Clock nets:
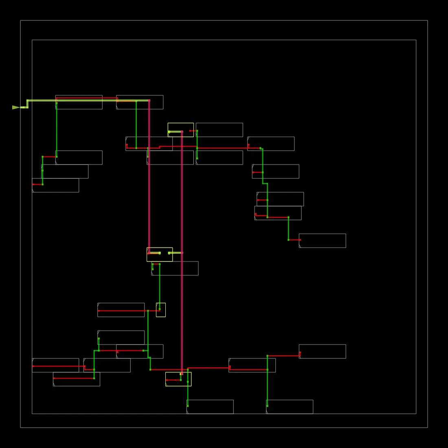
Metal 2:
Drawn at 4 px/micron. Cells faint in the background.
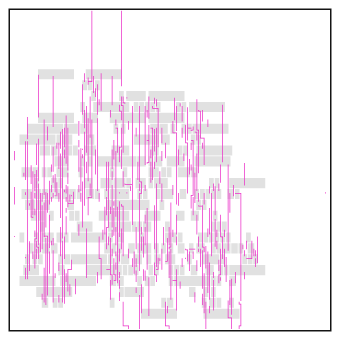
### config.mk
export PLATFORM = sky130hd
export DESIGN_NAME = stage_sequencer
export DESIGN_NICKNAME = d
export VERILOG_FILES = /design/src/rtl/seq_pkg.sv /design/src/rtl/stage_sequencer_next_stage_find.sv /design/src/rtl/stage_sequencer.sv
export SDC_FILE = /design/constraint.sdc
export NUM_CORES = 1
export LEC_CHECK = 0
export ABC_AREA = 1
export CORE_MARGIN = 2
export CORE_UTILIZATION = 30
export CTS_BUF_LIST = sky130_fd_sc_hd__clkbuf_8
export DETAILED_ROUTE_END_ITERATION = 8
export DONT_BUFFER_PORTS = 1
export SLEW_MARGIN = 20
export SYNTH_ARGS = -nofsm -noshare
export SYNTH_HDL_FRONTEND = slang
export SYNTH_SLANG_ARGS = --single-unit
### constraint.sdc
create_clock -name clk -period 4.39 [get_ports clk]
set_input_delay 0.6585 -clock clk [delete_from_list [all_inputs] [get_ports clk]]
set_output_delay 0.6585 -clock clk [all_outputs]
set_load 0.05 [all_outputs]
### src/rtl/seq_pkg.sv
// Shared definitions for the stage sequencer: FSM state encoding and
// the stage-index width derivation.
package seq_pkg;

  typedef enum logic [2:0] {
    S_IDLE  = 3'd0,
    S_START = 3'd1,
    S_WAIT  = 3'd2,
    S_DONE  = 3'd3,
    S_ERROR = 3'd4
  } state_e;

  // Index width never collapses to zero, even for a single stage.
  function automatic int idx_width(input int n);
    return (n <= 2) ? 1 : $clog2(n);
  endfunction

endpackage

### src/rtl/stage_sequencer_next_stage_find.sv
// Priority encoder: lowest enabled stage strictly above idx, or the lowest
// enabled stage overall when first is set.
module next_stage_find #(
  parameter int N_STAGES = 3,
  parameter int IDX_W    = 2
) (
  input  logic [N_STAGES-1:0] mask,
  input  logic [IDX_W-1:0]    idx,
  input  logic                first,
  output logic [IDX_W-1:0]    next_idx,
  output logic                valid
);

  always_comb begin
    next_idx = '0;
    valid    = 1'b0;
    // Scan downwards so the lowest qualifying stage is the last one written.
    for (int i = N_STAGES - 1; i >= 0; i--) begin
      if (mask[i] && (first || (i > int'(idx)))) begin
        next_idx = IDX_W'(i);
        valid    = 1'b1;
      end
    end
  end

endmodule

### src/rtl/stage_sequencer.sv
// Moore sequencer that launches enabled stages in ascending order over
// start/done handshakes, with a per-stage watchdog and abort.
module stage_sequencer
  import seq_pkg::*;
#(
  parameter int  N_STAGES = 3,
  parameter int  TO_W     = 8,
  localparam int IDX_W    = idx_width(N_STAGES)
) (
  input  logic                clk,
  input  logic                reset,
  input  logic                start,
  input  logic                abort,
  input  logic [N_STAGES-1:0] stage_en,
  input  logic [TO_W-1:0]     timeout,
  input  logic [N_STAGES-1:0] done_i,
  output logic [N_STAGES-1:0] start_o,
  output logic                busy,
  output logic                Done,
  output logic                error,
  output logic [IDX_W-1:0]    err_stage
);

  state_e                state_q, state_d;
  logic [IDX_W-1:0]      idx_q, idx_d;
  logic [N_STAGES-1:0]   mask_q, mask_d;
  logic [TO_W-1:0]       to_q, to_d;
  logic [TO_W-1:0]       cnt_q, cnt_d;
  logic [IDX_W-1:0]      err_stage_q, err_stage_d;

  logic                  find_first;
  logic [N_STAGES-1:0]   find_mask;
  logic [IDX_W-1:0]      find_idx;
  logic                  find_valid;

  // In IDLE the encoder looks at the incoming mask for the first stage;
  // otherwise it walks the captured mask upward from the current stage.
  assign find_first = (state_q == S_IDLE);
  assign find_mask  = find_first ? stage_en : mask_q;

  next_stage_find #(
    .N_STAGES (N_STAGES),
    .IDX_W    (IDX_W)
  ) u_find (
    .mask     (find_mask),
    .idx      (idx_q),
    .first    (find_first),
    .next_idx (find_idx),
    .valid    (find_valid)
  );

  always_ff @(posedge clk or posedge reset) begin
    if (reset) begin
      state_q     <= S_IDLE;
      idx_q       <= '0;
      mask_q      <= '0;
      to_q        <= '0;
      cnt_q       <= '0;
      err_stage_q <= '0;
    end else begin
      state_q     <= state_d;
      idx_q       <= idx_d;
      mask_q      <= mask_d;
      to_q        <= to_d;
      cnt_q       <= cnt_d;
      err_stage_q <= err_stage_d;
    end
  end

  always_comb begin
    state_d     = state_q;
    idx_d       = idx_q;
    mask_d      = mask_q;
    to_d        = to_q;
    cnt_d       = cnt_q;
    err_stage_d = err_stage_q;

    if (abort && (state_q != S_IDLE)) begin
      state_d = S_IDLE;
    end else begin
      case (state_q)
        S_IDLE: begin
          if (start) begin
            mask_d      = stage_en;
            to_d        = timeout;
            err_stage_d = '0;
            if (find_valid) begin
              idx_d   = find_idx;
              state_d = S_START;
            end else begin
              state_d = S_DONE;
            end
          end
        end
        S_START: begin
          cnt_d   = '0;
          state_d = S_WAIT;
        end
        S_WAIT: begin
          // Done beats an expiring watchdog in the same cycle.
          if (done_i[idx_q]) begin
            if (find_valid) begin
              idx_d   = find_idx;
              state_d = S_START;
            end else begin
              state_d = S_DONE;
            end
          end else if ((to_q != '0) && (cnt_q == to_q - TO_W'(1))) begin
            err_stage_d = idx_q;
            state_d     = S_ERROR;
          end else if (cnt_q != {TO_W{1'b1}}) begin
            cnt_d = cnt_q + TO_W'(1);
          end
        end
        S_DONE: begin
          state_d = S_IDLE;
        end
        S_ERROR: begin
          if (start) state_d = S_IDLE;
        end
        default: begin
          state_d = S_IDLE;
        end
      endcase
    end
  end

  always_comb begin
    start_o   = (state_q == S_START) ? (N_STAGES'(1) << idx_q) : '0;
    busy      = (state_q == S_START) || (state_q == S_WAIT);
    Done      = (state_q == S_DONE);
    error     = (state_q == S_ERROR);
    err_stage = err_stage_q;
  end

endmodule

==> flow_summary.ini <==
; implementation run metrics
[run_status]
outcome = finished clean

[synth]
syn_area_sq_um = 1730
synth_area_per_cell_sq_um = 6.96
area_leaders = dfrtp_1 (36%), nand2_1 (17%), nor2_1 (6.5%), nand3_1 (5.8%), inv_1 (5.2%)
ff_type = dfrtp_1
ys_warn_count = 0
netlist_top_cells_count = nand2_1 (77), nor2_1 (30), dfrtp_1 (25)

[global_route]
grt_usage_pct = 13.7
grt_busiest_layer = met2

[layout]
reg_top3 = cnt_q (8), to_q (8), state_q (3)
post-route-util_pct = 34.0
non_clock_buffer_count = 4
nonClkBufAreaFrac_pct = 1.59
layout_top_cells = nand2_1 (77), nor2_1 (30), dfrtp_1 (25)
fillerInstances = 603
logic_gates = 189
comb_share_pct = 51.8

[flow_run]
openroad.warnings = 26

[clock_tree]
cts-resized-gates = 0
cts_tree = yes
clockBufferDepth = 2
htree_levels = 1
post_cts_buffers = 0

[critical_path]
crit_end = busy
cp.arrival_ns = 1.59
cp.required_ns = 3.73

[route]
vias_per_cell = 4.80
wl_per_cell_microns = 11.9
dr_wl_met3_microns = 175

[final_timing]
maxSlewViolCount = 0
fin_tns_setup_ns = 0
fin_crit_ns = 2.25

[power]
combPwrFrac_pct = 52.5

[placement]
dp_cells = 321

[floorplanning]
floorplan.core_util_pct = 31.3
About 'clock nets':
clock tree buffer count of the final layout: 3
registers: 25
CTS sink cnt: 25

About 'metal 2':
nets with wire on the layer = 220
wire length on this layer = 1,920 microns
share of all routed wire = 50%
main direction = vertical
longest straight run = 34.3 microns

